==> config.mk <==
export PLATFORM = sky130hd
export DESIGN_NAME = event_generator_core
export DESIGN_NICKNAME = d
export VERILOG_FILES = /design/src/rtl/event_generator_core.sv
export SDC_FILE = /design/constraint.sdc
export NUM_CORES = 1
export LEC_CHECK = 0
export CAP_MARGIN = 20
export CORE_MARGIN = 2
export CORE_UTILIZATION = 39
export DETAILED_ROUTE_END_ITERATION = 6
export PLACE_DENSITY = 0.7
export SLEW_MARGIN = 10
export SYNTH_ARGS = -nofsm -noshare
export SYNTH_HDL_FRONTEND = slang
export SYNTH_SLANG_ARGS = --single-unit
==> constraint.sdc <==
create_clock -name ck -period 3.9 [get_ports ck]
set_input_delay 0.78 -clock ck [delete_from_list [all_inputs] [get_ports ck]]
set_output_delay 0.78 -clock ck [all_outputs]
set_load 0.02 [all_outputs]
==> src/rtl/event_generator_core.sv <==
// Start/stop event generator: prescaled tick counter with compare match, optional
// periodic reload, and a valid/ready event output with a saturating missed-event count.
module event_generator_core #(
  parameter int CNT_W  = 64,
  parameter int MISS_W = 8
) (
  input  logic              ck,
  input  logic              arstn,
  input  logic              taskStart,
  input  logic              taskStop,
  input  logic              taskClear,
  input  logic [3:0]        cfgPrescaler,
  input  logic [CNT_W-1:0]  cfgCompare,
  input  logic              cfgPeriodic,
  output logic [CNT_W-1:0]  count,
  output logic              running,
  output logic              evtValid,
  input  logic              evtReady,
  output logic [MISS_W-1:0] evtMissed
);

  // Wide enough to hold 2^15-1, the terminal value for the largest prescaler.
  localparam int PS_W = 15;

  typedef enum logic {
    STOPPED = 1'b0,
    RUNNING = 1'b1
  } stateT;

  stateT           stateQ, stateD;
  logic            startEvt;
  logic [3:0]      psLatched;
  logic [PS_W-1:0] psCnt;
  logic [PS_W-1:0] psMask;
  logic            tick;
  logic            match;

  // NOTE: every signal driven here gets a default first, so no path leaves it
  // unassigned and no latch is inferred.
  always_comb begin
    stateD   = stateQ;
    startEvt = 1'b0;
    case (stateQ)
      STOPPED: begin
        if (!taskStop && taskStart) begin
          stateD   = RUNNING;
          startEvt = 1'b1;
        end
      end
      RUNNING: begin
        if (taskStop) stateD = STOPPED;
      end
      default: stateD = STOPPED;
    endcase
  end

  // NOTE: sequential state uses non-blocking assignments so every register
  // samples pre-edge values regardless of block ordering.
  always_ff @(posedge ck or negedge arstn) begin
    if (!arstn) stateQ <= STOPPED;
    else        stateQ <= stateD;
  end

  assign running = (stateQ == RUNNING);

  assign psMask = (PS_W'(1) << psLatched) - PS_W'(1);
  assign tick   = running && (psCnt == psMask);
  // A clear in the same cycle suppresses the compare entirely.
  assign match  = tick && !taskClear && (count == cfgCompare);

  always_ff @(posedge ck or negedge arstn) begin
    if (!arstn) begin
      psLatched <= '0;
      psCnt     <= '0;
    end else begin
      if (startEvt) psLatched <= cfgPrescaler;
      if (taskClear || startEvt) psCnt <= '0;
      else if (running)          psCnt <= tick ? '0 : psCnt + PS_W'(1);
    end
  end

  always_ff @(posedge ck or negedge arstn) begin
    if (!arstn) begin
      count <= '0;
    end else if (taskClear) begin
      count <= '0;
    end else if (tick) begin
      count <= (match && cfgPeriodic) ? '0 : count + CNT_W'(1);
    end
  end

  // A match on the accepting edge replaces the accepted event instead of dropping it.
  always_ff @(posedge ck or negedge arstn) begin
    if (!arstn) begin
      evtValid  <= 1'b0;
      evtMissed <= '0;
    end else begin
      if (match)                     evtValid <= 1'b1;
      else if (evtValid && evtReady) evtValid <= 1'b0;

      if (match && evtValid && !evtReady && (evtMissed != {MISS_W{1'b1}}))
        evtMissed <= evtMissed + MISS_W'(1);
    end
  end

endmodule

==> images/logic_types.png <==
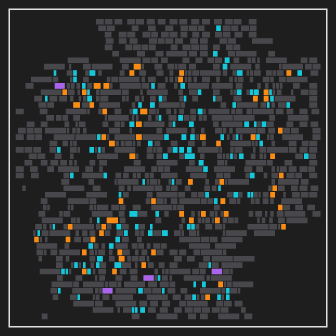
| color | family | cells | most used |
|---|---|---|---|
| cyan | nor cells | 113 | nor3_1 |
| orange | and/or cells | 57 | or3_1 |
| purple | fa/ha/maj cells | 4 | ha_1 |

==> images/io_fan.png <==
Scale bar: 50 microns.
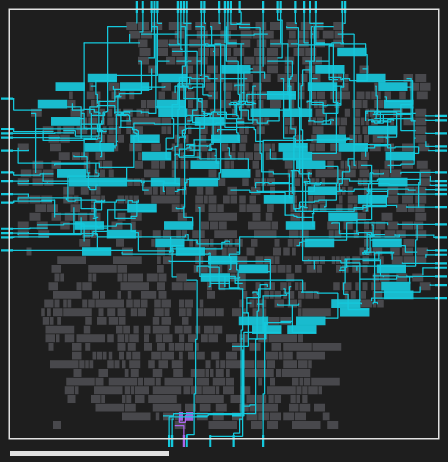
| color | port | direction | edge | end cells | buffers | wire |
|---|---|---|---|---|---|---|
| purple | taskStart | input | bottom | 2 | 1 | 12.7 microns |
| cyan | count | output | 25 top, 20 right, 13 left, 6 bottom | 64 | 66 | 4800 microns |
IO Pins: 149
# port buffers: 148

==> images/flops_by_reg.png <==
Scale bar: 50 microns. Other sequential cells in the stronger gray, the rest of the logic in the fainter gray.
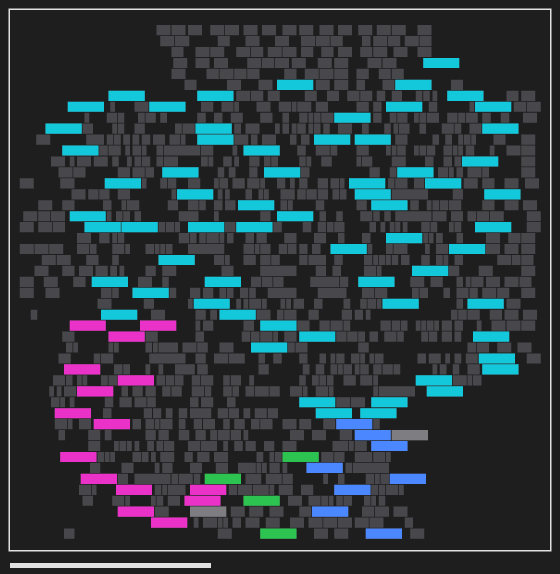
| color | netlist name | sequential cells |
|---|---|---|
| green | psLatched | 4 |
| blue | evtMissed | 8 |
| magenta | psCnt | 15 |
| cyan | count | 64 |
Seq/total area: 26.66%
post-layout util: 52.64%
sequential power: 1.01 mW
Reg area: 0.002327 sq mm

==> images/detail.png <==
Scale bar: 10 microns. Window x 21 to 46, y 21 to 46 microns. Cells in gray, sequential cells in the stronger gray; small squares are vias.
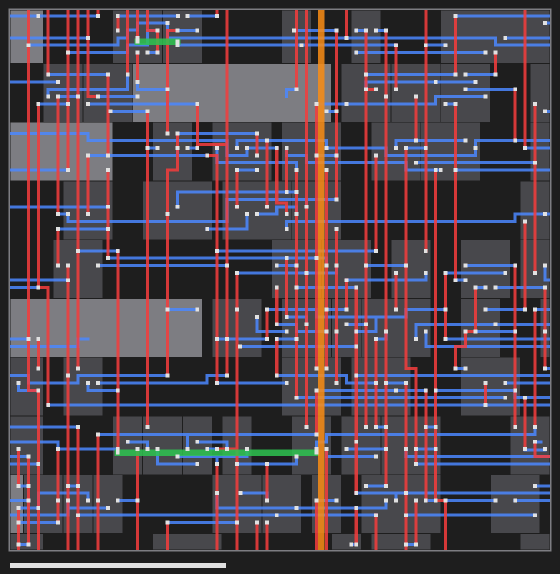
| color | layer |
|---|---|
| green | metal 3 |
| red | metal 2 |
| orange | metal 4 |
| blue | metal 1 |
cells with their middle in the window: 53
netlist names of flops here include: psCnt (3)
sequential cells in the window: 3

==> cell type report <==
type                            count  area [sq um]
Inverter                           29         108.9
Multi-Input combinational cell    612          3984
Clock buffer                       15         267.8
Fill cell                        1584          7854
Timing Repair Buffer              183          1762
Tap cell                          220         275.3
Clock inverter                      1         5.005
Sequential cell                    93          2327
==> routing by layer <==
layer,vias up,track usage [%],part of all wire [%]
met1,3397,37.36,42
met2,358,39.80,45
li1,3241,-,-
met3,51,5.404,9.3
met5,-,0,0
met4,0,9.942,3.2
==> kinds of logic after synthesis <==
logic type	count (synthesis)	synth area share, %
adder cells (fa/ha/maj)	4	0.7569
multiplexers	8	1.287
AND-OR/OR-AND	182	20.40
AND/OR/NAND/NOR	340	27.28
XOR/XNOR	78	10.33
flip-flops	93	35.19
buffers and inverters	77	4.749
==> flip-flops by register name (all words and copies together) (netlist names) <==
signal / count
evtMissed: 8
psLatched: 4
psCnt: 15
count: 64
running: 1
evtValid: 1
==> repair_timing <==
item	in CTS	in global routing
resized	0	2
endpoints found under the setup margin	0	7
buffers inserted	0	0
==> per-stage QoR <==
step	hold WS, ns	utilization [%]	setup WS, ns	cell area [sq um]	power, mW
2_1_floorplan	0.4844	-	0.4795	6613	1.241
3_3_place_gp	0.4772	51.00	0.3249	8457	1.428
3_5_place_dp	0.4837	51.00	0.2801	8457	1.431
4_1_cts	0.4919	52.64	0.2741	8730	2.278
5_1_grt	0.5152	52.64	0.05422	8730	2.362
6_report	0.4985	52.64	0.3969	8730	2.266
==> report_power, final <==
| group | internal [mW] | total [mW] | switching [mW] | leakage [nW] |
|---|---|---|---|---|
| registers | 0.980 | 1.01 | 0.0314 | 1.29 |
| logic | 0.188 | 0.406 | 0.218 | 1.96 |
| clock network | 0.468 | 0.849 | 0.381 | 0.134 |
==> results.toml <==
# flow metrics
[setup_path]
r2r_end = "count[34]"
end_kind = "flip-flop"
path_buffers = 1
critical_path_class = "flip-flop to flip-flop"
r2r_cells = 11
timing.rr.start = "psLatched[0]"
crit_family = "AND-OR/OR-AND gates"
slowest_delay_ns = 0.69
rrSetupSlack_ns = 0.40
crit_chain = "nor2_1 > nand2_1 > ha_1 > xnor2_1 > a2111o_1 > a221oi_1 > nand4b_1 > a211oi_4 > buf_4 > a21oi_1 > nor3b_1"
worstPathArrival_ns = 3.76
critPathLaunch = "psLatched[0]"
path_depth = 11
cp_max_fo = 13
critPathRequiredTime_ns = 4.16
cpMaxStageDelayCell = "a211oi_4"
cp-start-kind = "flip-flop"
crit_path_end = "count[34]"

[route]
post-route-drc-count = 0
viasPerCell = 6.112
initialDrtViolationCount = 926
firstDrtPassIters = 6
routedWlPerCell_microns = 20.60
vias = 7047
detail-route-antenna-nets = 0

[grt]
grtUsageTotal_pct = 26.41
grt_pass1_vias = 6538
antenna_found_initial = 0
grt_max_degree = 74
grt-ovfl-total = 0
grt_pass1_wl_microns = 37220

[min_path]
min_from = "evtMissed[4]"
hold-path-endpoint = "evtMissed[4]"
hp-class = "flip-flop to flip-flop"
holdPathStages = 1

[power]
p_leak_nw = 3.375
power_density_mw_per_mm2 = 259.6

[final_timing]
report.final.slew_viol_count = 0
fin_crit_sh_pct = 89.82
worst_pin_slew_ns = 0.9820
fin_crit_ns = 3.503
setup_viol = 0
max_slew_margin_pct = 34.53
rsz0062_at_grt = "no"
hold_viol = 0
finClkSkew_ns = 0.01108
clock.fmax_ghz = 0.2855
tns_ns = 0

[clocking]
cts.reportedPaths.clkPinSlew_ns = 0.07
h-tree-depth = 3
worstSkewPairLatency_ns = 0.35
cts_tree = "built"
cts_hold_buf = 0
clk_path_buf_depth = 2
numCtsBuffers = 9
cts_root_buf = "clkbuf_16"

[synthesis]
synthCells = 782
ys_seq_share_pct = 35.19
synthesis.nets = 861
synth.top_cells.by_area = "dfrtp_1 (35%), xor2_1 (9.8%), nand3_1 (4.6%)"
yosysTopAreaCellShare_pct = 35.19
yosys_cells = 782
numSynthFlops = 93
ys_types = 67
top_cell = "dfrtp_1"
yosys-top-cells-count = "dfrtp_1 (93), xor2_1 (74), nand2_1 (73), nand3_1 (61), a21oi_1 (39)"
yosysWarnings = 0
async_reset_ff_share_pct = 100.0
flop_cell = "dfrtp_1"
edf_count = 0
ys_chip_area_sq_mm = 0.006613
top_area_cell = "dfrtp_1"
netlist_area_sq_mm = 0.006613

[place]
dpl.hpwl_microns = 17200
place_congestion = 0.9578
placed_cells = 1137

[floorplanning]
floorplanUtilization_pct = 39.87
die_area_sq_mm = 0.01801
rows = 47
core_region_area_sq_mm = 0.01658
dieWidth_microns = 134.2
die_height_microns = 134.2

[cells_and_area]
n_antenna_cell = 0
nets = 1007
final_cells = 1153
mostFrequentLayoutCells = "clkdlybuf4s50_1 (146), dfrtp_1 (93), xor2_1 (74), nand2_1 (73), nand3_1 (61)"
area.growth.synth_to_final_pct = 32.02
layout_top_cell = "clkdlybuf4s50_1"
drive_above_1_share_pct = 7.181

[job]
warnings = 26
max-cap-violations = 0

[outcome]
status = "complete, no violations"
Power figures rest on the tool's default switching activity, not on a simulated workload.
